$ cat config.mk
export PLATFORM = sky130hd
export DESIGN_NAME = trace_step_loader_flat
export DESIGN_NICKNAME = d
export VERILOG_FILES = /design/src/rtl/trace_step_loader_if.sv /design/src/rtl/trace_step_loader.sv /design/src/flat_wrapper.sv
export SDC_FILE = /design/constraint.sdc
export NUM_CORES = 1
export LEC_CHECK = 0
export CAP_MARGIN = 10
export CORE_MARGIN = 2
export CORE_UTILIZATION = 50
export CTS_CLUSTER_DIAMETER = 50
export DETAILED_ROUTE_END_ITERATION = 6
export PLACE_DENSITY = 0.85
export SLEW_MARGIN = 0
export SYNTH_ARGS = -nofsm -noshare
export SYNTH_HDL_FRONTEND = slang
export SYNTH_SLANG_ARGS = --single-unit
$ cat constraint.sdc
create_clock -name clk -period 2.6 [get_ports clk]
set_input_delay 0.39 -clock clk [delete_from_list [all_inputs] [get_ports clk]]
set_output_delay 0.39 -clock clk [all_outputs]
set_load 0.02 [all_outputs]
$ cat src/rtl/trace_step_loader_if.sv
// Stream-in / step-record-out bundle for trace_step_loader.
// slave is the loader's view; master is the producer/decoder side.
interface trace_step_loader_if;
  logic        in_valid;
  logic        in_ready;
  logic [31:0] in_data;

  logic        out_valid;
  logic        out_ready;
  logic [95:0] raw_instr;
  logic [31:0] eax;
  logic [31:0] ebx;
  logic [31:0] ecx;
  logic [31:0] edx;
  logic [31:0] esi;
  logic [31:0] edi;
  logic [31:0] esp;
  logic [31:0] ebp;
  logic        hint1_is_write;
  logic        hint2_is_write;
  logic [31:0] hint1_address;
  logic [31:0] hint1_data;
  logic [31:0] hint2_address;
  logic [31:0] hint2_data;
  logic        err;
  logic [31:0] step_count;

  modport slave (
    input  in_valid, in_data, out_ready,
    output in_ready, out_valid, raw_instr,
    output eax, ebx, ecx, edx, esi, edi, esp, ebp,
    output hint1_is_write, hint2_is_write,
    output hint1_address, hint1_data, hint2_address, hint2_data,
    output err, step_count
  );

  modport master (
    output in_valid, in_data, out_ready,
    input  in_ready, out_valid, raw_instr,
    input  eax, ebx, ecx, edx, esi, edi, esp, ebp,
    input  hint1_is_write, hint2_is_write,
    input  hint1_address, hint1_data, hint2_address, hint2_data,
    input  err, step_count
  );
endinterface

$ cat src/rtl/trace_step_loader.sv
// Deserializes 16-word trace frames into one parallel step record for decode.
// Frame N+1 assembles in a separate buffer while decode still holds frame N.
module trace_step_loader #(
  parameter logic [7:0] MAGIC = 8'hA5
) (
  input  logic                 clk,
  input  logic                 rst_n,
  trace_step_loader_if.slave   bus
);

  localparam logic [0:0] S_HDR  = 1'b0;
  localparam logic [0:0] S_BODY = 1'b1;

  logic [0:0]  r_state;
  logic [3:0]  r_idx;
  logic        r_live;
  logic        r_err;
  logic        r_h1w_asm;
  logic        r_h2w_asm;
  logic [31:0] r_buf [1:14];

  logic        r_out_valid;
  logic [95:0] r_raw;
  logic [31:0] r_gpr [0:7];
  logic        r_h1w;
  logic        r_h2w;
  logic [31:0] r_h1a;
  logic [31:0] r_h1d;
  logic [31:0] r_h2a;
  logic [31:0] r_h2d;
  logic [31:0] r_step_count;

  logic w_last;
  logic w_in_ready;
  logic w_word_xfer;
  logic w_rec_xfer;
  logic w_hdr_ok;
  logic w_load;

  // Only the final word may stall, and only while an unconsumed record is held.
  assign w_last      = (r_state == S_BODY) && (r_idx == 4'd15);
  assign w_in_ready  = r_live && (!w_last || !r_out_valid || bus.out_ready);
  assign w_word_xfer = bus.in_valid && w_in_ready;
  assign w_rec_xfer  = r_out_valid && bus.out_ready;
  assign w_hdr_ok    = (bus.in_data[31:24] == MAGIC) && (bus.in_data[23:2] == 22'd0);
  assign w_load      = w_word_xfer && w_last;

  always_ff @(posedge clk or negedge rst_n) begin
    if (!rst_n) begin
      r_state   <= S_HDR;
      r_idx     <= 4'd0;
      r_live    <= 1'b0;
      r_err     <= 1'b0;
      r_h1w_asm <= 1'b0;
      r_h2w_asm <= 1'b0;
    end else begin
      r_live <= 1'b1;
      if (w_word_xfer) begin
        case (r_state)
          S_HDR: begin
            if (w_hdr_ok) begin
              r_state   <= S_BODY;
              r_idx     <= 4'd1;
              r_h1w_asm <= bus.in_data[0];
              r_h2w_asm <= bus.in_data[1];
            end else begin
              r_err <= 1'b1;
            end
          end
          default: begin
            if (r_idx == 4'd15) begin
              r_state <= S_HDR;
              r_idx   <= 4'd0;
            end else begin
              r_idx <= r_idx + 4'd1;
            end
          end
        endcase
      end
    end
  end

  // Word 15 bypasses the buffer and goes straight into the output registers.
  always_ff @(posedge clk or negedge rst_n) begin
    if (!rst_n) begin
      for (int i = 1; i <= 14; i++) begin
        r_buf[i] <= 32'd0;
      end
    end else if (w_word_xfer && (r_state == S_BODY) && (r_idx != 4'd15)) begin
      r_buf[r_idx] <= bus.in_data;
    end
  end

  always_ff @(posedge clk or negedge rst_n) begin
    if (!rst_n) begin
      r_out_valid  <= 1'b0;
      r_raw        <= 96'd0;
      for (int i = 0; i < 8; i++) begin
        r_gpr[i] <= 32'd0;
      end
      r_h1w        <= 1'b0;
      r_h2w        <= 1'b0;
      r_h1a        <= 32'd0;
      r_h1d        <= 32'd0;
      r_h2a        <= 32'd0;
      r_h2d        <= 32'd0;
      r_step_count <= 32'd0;
    end else begin
      if (w_load) begin
        r_raw <= {r_buf[1], r_buf[2], r_buf[3]};
        for (int i = 0; i < 8; i++) begin
          r_gpr[i] <= r_buf[i + 4];
        end
        r_h1w <= r_h1w_asm;
        r_h2w <= r_h2w_asm;
        r_h1a <= r_buf[12];
        r_h1d <= r_buf[13];
        r_h2a <= r_buf[14];
        r_h2d <= bus.in_data;
      end
      if (w_load) begin
        r_out_valid <= 1'b1;
      end else if (w_rec_xfer) begin
        r_out_valid <= 1'b0;
      end
      if (w_rec_xfer) begin
        r_step_count <= r_step_count + 32'd1;
      end
    end
  end

  assign bus.in_ready       = w_in_ready;
  assign bus.out_valid      = r_out_valid;
  assign bus.raw_instr      = r_raw;
  assign bus.eax            = r_gpr[0];
  assign bus.ebx            = r_gpr[1];
  assign bus.ecx            = r_gpr[2];
  assign bus.edx            = r_gpr[3];
  assign bus.esi            = r_gpr[4];
  assign bus.edi            = r_gpr[5];
  assign bus.esp            = r_gpr[6];
  assign bus.ebp            = r_gpr[7];
  assign bus.hint1_is_write = r_h1w;
  assign bus.hint2_is_write = r_h2w;
  assign bus.hint1_address  = r_h1a;
  assign bus.hint1_data     = r_h1d;
  assign bus.hint2_address  = r_h2a;
  assign bus.hint2_data     = r_h2d;
  assign bus.err            = r_err;
  assign bus.step_count     = r_step_count;

endmodule

$ cat src/flat_wrapper.sv
// flat-port wrapper written by rule: the top's interface ports become plain ports
module trace_step_loader_flat 
#(
  parameter logic [7:0] MAGIC = 8'hA5
)
  (clk, rst_n, bus_in_valid, bus_in_data, bus_out_ready, bus_in_ready, bus_out_valid, bus_raw_instr, bus_eax, bus_ebx, bus_ecx, bus_edx, bus_esi, bus_edi, bus_esp, bus_ebp, bus_hint1_is_write, bus_hint2_is_write, bus_hint1_address, bus_hint1_data, bus_hint2_address, bus_hint2_data, bus_err, bus_step_count);
  trace_step_loader_if bus_i ();
  input  logic clk;
  input  logic rst_n;
  input wire logic [$bits(bus_i.in_valid)-1:0] bus_in_valid;
  input wire logic [$bits(bus_i.in_data)-1:0] bus_in_data;
  input wire logic [$bits(bus_i.out_ready)-1:0] bus_out_ready;
  output wire logic [$bits(bus_i.in_ready)-1:0] bus_in_ready;
  output wire logic [$bits(bus_i.out_valid)-1:0] bus_out_valid;
  output wire logic [$bits(bus_i.raw_instr)-1:0] bus_raw_instr;
  output wire logic [$bits(bus_i.eax)-1:0] bus_eax;
  output wire logic [$bits(bus_i.ebx)-1:0] bus_ebx;
  output wire logic [$bits(bus_i.ecx)-1:0] bus_ecx;
  output wire logic [$bits(bus_i.edx)-1:0] bus_edx;
  output wire logic [$bits(bus_i.esi)-1:0] bus_esi;
  output wire logic [$bits(bus_i.edi)-1:0] bus_edi;
  output wire logic [$bits(bus_i.esp)-1:0] bus_esp;
  output wire logic [$bits(bus_i.ebp)-1:0] bus_ebp;
  output wire logic [$bits(bus_i.hint1_is_write)-1:0] bus_hint1_is_write;
  output wire logic [$bits(bus_i.hint2_is_write)-1:0] bus_hint2_is_write;
  output wire logic [$bits(bus_i.hint1_address)-1:0] bus_hint1_address;
  output wire logic [$bits(bus_i.hint1_data)-1:0] bus_hint1_data;
  output wire logic [$bits(bus_i.hint2_address)-1:0] bus_hint2_address;
  output wire logic [$bits(bus_i.hint2_data)-1:0] bus_hint2_data;
  output wire logic [$bits(bus_i.err)-1:0] bus_err;
  output wire logic [$bits(bus_i.step_count)-1:0] bus_step_count;
  assign bus_i.in_valid = bus_in_valid;
  assign bus_i.in_data = bus_in_data;
  assign bus_i.out_ready = bus_out_ready;
  assign bus_in_ready = bus_i.in_ready;
  assign bus_out_valid = bus_i.out_valid;
  assign bus_raw_instr = bus_i.raw_instr;
  assign bus_eax = bus_i.eax;
  assign bus_ebx = bus_i.ebx;
  assign bus_ecx = bus_i.ecx;
  assign bus_edx = bus_i.edx;
  assign bus_esi = bus_i.esi;
  assign bus_edi = bus_i.edi;
  assign bus_esp = bus_i.esp;
  assign bus_ebp = bus_i.ebp;
  assign bus_hint1_is_write = bus_i.hint1_is_write;
  assign bus_hint2_is_write = bus_i.hint2_is_write;
  assign bus_hint1_address = bus_i.hint1_address;
  assign bus_hint1_data = bus_i.hint1_data;
  assign bus_hint2_address = bus_i.hint2_address;
  assign bus_hint2_data = bus_i.hint2_data;
  assign bus_err = bus_i.err;
  assign bus_step_count = bus_i.step_count;
  trace_step_loader #(.MAGIC(MAGIC)) u_core (.clk(clk), .rst_n(rst_n), .bus(bus_i));
endmodule
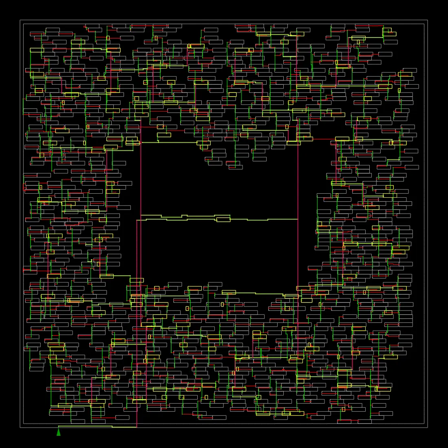
Run 1: clock routing
CTS sink count: 972
flop count: 972
Clock group: 0.0144 W
clk_skew: 35.0 ps

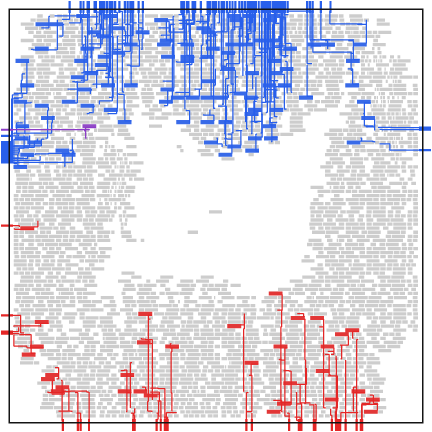
Run 1: wires at chosen ports, followed through buffers
Drawn at 1.5 px/um.
[purple] `bus_hint1_is_write` | bits: 1 | direction: output | edge: left | end cells: 1 | wire: 67.8 um
[blue] `bus_raw_instr` | bits: 96 | direction: output | edge: 81 top, 12 left, 3 right | end cells: 96 | wire: 5430 um
[red] `bus_esp` | bits: 32 | direction: output | edge: 28 bottom, 4 left | end cells: 32 | wire: 1600 um

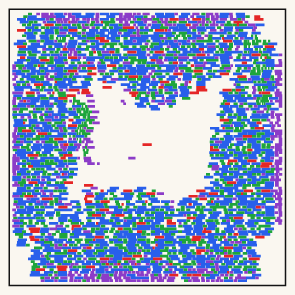
Run 1: cell classes on the final placement
Drawn at 1 px/um.
[blue] flip-flops | cells: 972 | share of their area: 53%
[purple] other buffers and delay cells | cells: 659 | share of their area: 15%
[green] all other logic | cells: 1092 | share of their area: 25%
[red] clock drivers and dummy loads | cells: 183 | share of their area: 7.3%
fin util: 65.2%
Final Instance Area: 47400 um2
core box area: 72700 um2
sequential share of cell area: 51.3%

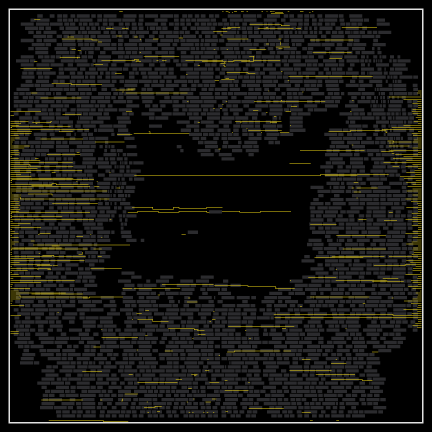
Run 1: metal 3
Drawn at 1.5 px/um.
share of all routed wire: 5.5%
main direction: horizontal
nets with wire on the layer: 339
longest straight run: 124 um
wire length on this layer: 5240 um

==> flow_summary.toml, run 1 <==
# flow metrics
[run_status]
status = "finished, final reports clean"

[route]
viasPerCell = 5.50
drcViolationCount = 0
vias = 21300
dr.pass1.iters = 4
drt-total-wl_um = 96200

[yosys]
ys_ff = 972
synth-main-ff-cell = "dfrtp_1"
synth.distinct_cells = 42
syn-cell-area_um2 = 36600
syn_nets = 2244
ys_seq_share_pct = 66.4

[clock_tree]
post-cts-setup-buffers = 0
numCtsBuffers = 100
clk_latency_ps = 650

[worst_setup_path]
crit_type = "reg -> out"
worstPathArrival_ps = 2090
rr_startpoint = "u_core.r_idx[0]$_DFFE_PN0P_"
worst_ep_required_time_ps = 2210
worstPathCellList = "ha_4, nand4_2, o21a_1, dlygate4sd2_1"

[layout]
largest_reg_flops = 448
drive_gt1_share_pct = 35.7
diodes = 0

[die]
num_rows = 99
fp.dieH_um = 275

[grt]
antenna_found_initial = 1
grt_start_max_net_pins = 112
grt_pass1_vias = 23500
grt_util_all_layers_pct = 25.6

[sta]
fin_crit_ps = 2480
grt_setup_unrepaired = "false"
max_freq_mhz = 404
holdWs_ps = 261
setup_ws_ps = 123
## run 1: synth_stat cells, types with 8 or more instances
cell / number / share of area (%)
mux2_1: 188 / 5.8
nand2_1: 24 / 0.25
clkbuf_1: 43 / 0.44
nand3_1: 17 / 0.23
dfrtp_1: 972 / 66
nor4_1: 8 / 0.14
buf_1: 9 / 0.092
nand4_1: 14 / 0.24
buf_6: 19 / 0.58
buf_2: 68 / 0.93
inv_1: 9 / 0.092
xnor2_1: 29 / 0.69
mux2_2: 747 / 23
## run 1: area by class of cell
type / instances / area [um2] / share of cell area, %
inverter: 9 / 33.8 / 0.0713
clock buffer: 151 / 3000 / 6.32
timing repair buffer: 659 / 6870 / 14.5
sequential: 972 / 24300 / 51.3
clock inverter: 32 / 388 / 0.819
multi-input combinational: 1083 / 11600 / 24.4
tap: 959 / 1200 / 2.53
## run 1: worst max-delay path by stage
stage	start	endpoint	cells after the start
after global routing	u_core.r_idx[0]$_DFFE_PN0P_	bus_in_ready	4
after floorplan	u_core.r_idx[0]$_DFFE_PN0P_	u_core.bus.hint2_data[19]$_DFFE_PN0P_	7
after detailed placement	bus_in_data[29]	u_core.r_h2w_asm$_DFFE_PN0P_	7
after global placement	bus_in_data[29]	u_core.r_h1w_asm$_DFFE_PN0P_	7
final	u_core.r_idx[0]$_DFFE_PN0P_	bus_in_ready	4
after CTS	u_core.r_idx[0]$_DFFE_PN0P_	bus_in_ready	4
## run 1: report_power, final
group,internal [W],switching [W]
logic,0.00749,0.00635
clock network,0.00843,0.00598
registers,0.0201,0.00316
total,0.0360,0.0155
## run 1: metrics by stage
step	area, um2	total power [W]	cells
floorplan	36600	0.0297	2203
global placement	44000	0.0363	3681
detailed placement	44000	0.0372	3681
CTS	47400	0.0518	3865
finish	47400	0.0515	3865
global route	47400	0.0537	3865
## run 1: kinds of logic (layout without fill, tap and decap cells)
family	Yosys count	in the layout	share of synthesized area, %
AOI/OAI and AO/OA	12	12	0.256
xor gates and xnor gates	31	31	0.741
adders and majority gates	5	5	0.171
buffers and inverters	148	851	2.14
DFF	972	972	66.4
muxes	936	936	28.8
other	1	1	0.0102
and+or+nand+nor	98	98	1.50
## run 1: cells in the final DEF (no fill, tap or decap), types with 9 or more instances in the layout
cell type,netlist,layout
buf_12,0,43
buf_4,0,63
clkbuf_1,43,22
clkbuf_16,0,101
clkbuf_8,0,28
clkdlybuf4s50_1,0,550
clkinv_2,0,10
dfrtp_1,972,970
inv_1,9,9
mux2_1,188,188
mux2_2,747,747
nand2_1,24,18
nand3_1,17,17
nand4_1,14,14
xnor2_1,29,29
## run 1: per-layer routing
layer,track usage [%],vias up
li1,-,9021
met1,31.0,11400
met2,44.4,620
met3,5.27,204
met4,11.0,0
met5,0,-
## run 1: critical path, delay by kind of cell, from the launching register on
family | cells | cell delay, ps
flip-flops | 1 | 460
buffers and inverters | 1 | 350
AND-OR/OR-AND | 1 | 250
adder cells (fa/ha/maj) | 1 | 210
AND/OR/NAND/NOR | 1 | 190
## run 1: timing repair
item | CTS | global route
gates resized | 3 | 2
endpoints found under the setup margin | 1 | 1
hold buffers | 1 | 0
hold endpoints to repair | 39 | 0
Run 1, clock distribution:
Drawn at 1.5 px/um.
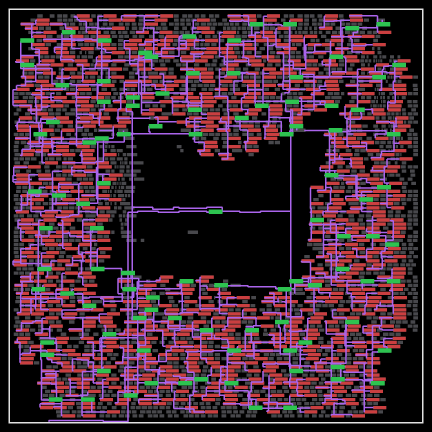

## Run 2: what changed since run 1
- PLACE_DENSITY: 0.85 -> 0.77
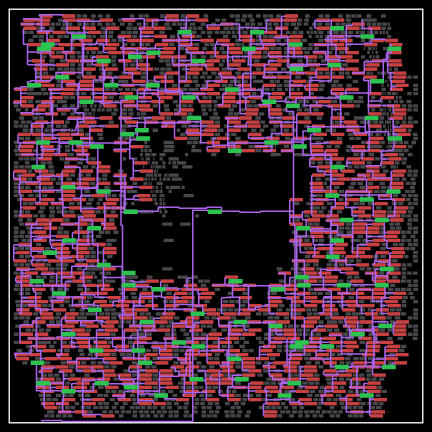
Run 2: clock distribution
Drawn at 1.5 px/um.
[green] cells driving clock nets | count: 101
[red] flip-flops | count: 972
[purple] clock wires | length: 10500 um
flops lie: widely spread

==> flow_summary.toml, run 2 <==
# flow metrics
[layout]
fin_cells = 3879
mostFrequentLayoutCells = "dfrtp_1 (972), mux2_2 (747), clkdlybuf4s50_1 (550)"
final_common_cell = "dfrtp_1"
drive_gt1_share_pct = 36.0
largest_reg_flops = 448
fin_util_pct = 65.3
comb_area_um2 = 11600

[yosys]
synthTopCellsByArea = "dfrtp_1 (66%), mux2_2 (23%), mux2_1 (5.8%), buf_2 (0.93%), xnor2_1 (0.69%)"
adder_share_pct = 0.171
ys_ff = 972
ys_sh_mux_pct = 28.8
syn_nets = 2244
yosysTopAreaCell = "dfrtp_1"
synth.distinct_cells = 42
synthTopLogicFamily = "multiplexers"
synth-main-ff-cell = "dfrtp_1"
top_cells_by_count = "dfrtp_1 (972), mux2_2 (747), mux2_1 (188)"
syn-cell-area_um2 = 36600

[grt]
grt_pass1_vias = 22700
grt_util_all_layers_pct = 25.2
grt_start_max_net_pins = 102
antenna_found_initial = 8

[place]
dp_cells = 3694

[sta]
max_freq_mhz = 394
fin_crit_ps = 2540
grt_setup_unrepaired = "false"

[run_status]
status = "finished, final reports clean"

[worst_setup_path]
crit_type = "reg -> out"
rr_startpoint = "u_core.r_idx[0]$_DFFE_PN0P_"
worstPathCellList = "nand2b_1, buf_12, buf_4, o21a_1, buf_12"

[die]
fp.dieH_um = 275
num_rows = 99
core-area_um2 = 72700

[route]
drcViolationCount = 0
drt-total-wl_um = 94600
dr.pass1.iters = 5

[clock_tree]
post-cts-setup-buffers = 0
clk_latency_ps = 650
numCtsBuffers = 101

[power]
total_power_w = 0.0515
[run 2: cell count changes in the layout (fill, tap and decap cells not counted), sizes merged, moves of 3 or more]
cell / before / now
clkinvlp: 4 / 7
diode: 0 / 4
clkinv: 15 / 22
clkbuf: 151 / 134
buf: 107 / 121
bufinv: 4 / 9
[run 2: how the worst max path moves through the flow]
stage          cells past startpoint  slack [ps]                               endpoint                        startpoint
2_1_floorplan                      7         570  u_core.bus.hint2_data[19]$_DFFE_PN0P_       u_core.r_idx[0]$_DFFE_PN0P_
3_3_place_gp                       8         -80         u_core.bus.esi[22]$_DFFE_PN0P_                     bus_out_ready
3_5_place_dp                       8         -90         u_core.bus.edi[17]$_DFFE_PN0P_                     bus_out_ready
4_1_cts                            4          50                           bus_in_ready       u_core.r_idx[0]$_DFFE_PN0P_
5_1_grt                            5           9                           bus_in_ready  u_core.bus.out_valid$_DFFE_PN0P_
6_report                           5          60                           bus_in_ready  u_core.bus.out_valid$_DFFE_PN0P_
[run 2: routing by layer]
metal | up-vias | global-route usage [%] | routed length (um)
li1 | 9048 | - | -
met1 | 11200 | 31.5 | 37900
met2 | 563 | 42.8 | 48100
met3 | 181 | 5.07 | 5100
met4 | 4 | 10.5 | 3580
met5 | - | 0 | 27
[run 2: final cells by class]
cell class | count | share of cell area, %
Antenna cell | 4 | 0.0211
Clock buffer | 134 | 5.96
Clock inverter | 46 | 1.20
Inverter | 9 | 0.0711
Multi-Input combinational cell | 1083 | 24.3
Sequential cell | 972 | 51.2
Tap cell | 959 | 2.53
Timing Repair Buffer | 672 | 14.7
[run 2: power by group]
group	internal (W)	total (W)	switching, W
logic	0.00749	0.0137	0.00619
clock network	0.00861	0.0146	0.00595
registers	0.0201	0.0232	0.00314
[run 2: critical path, delay by kind of cell, from the launching register on]
kind            cells  cell delay (ps)
simple gates        1              280
compound gates      1              230
flops               1              490
buf+inv             3              510
[run 2: cells by family (layout without fill, tap and decap cells)]
logic type	after synthesis	in the layout
other	1	5
buffers and inverters	148	861
AND-OR/OR-AND	12	12
AND/OR/NAND/NOR	98	98
adder cells (fa/ha/maj)	5	5
flip-flops	972	972
XOR/XNOR	31	31
multiplexers	936	936
[run 2: what timing repair did]
action / CTS / global route
hold buffers: 1 / 0
setup endpoints to repair: 0 / 1
hold endpoints to repair: 33 / 0
resized: 0 / 1
[run 2: through the flow]
step	instance area (um2)	hold WS (ps)	TNS, ps
after global placement	44100	339	-15640
after floorplan	36600	94.4	0
after global routing	47500	271	0
after CTS	47500	231	0
after detailed placement	44100	344	-14860
final	47500	255	0
Power figures rest on the tool's default switching activity, not on a simulated workload.
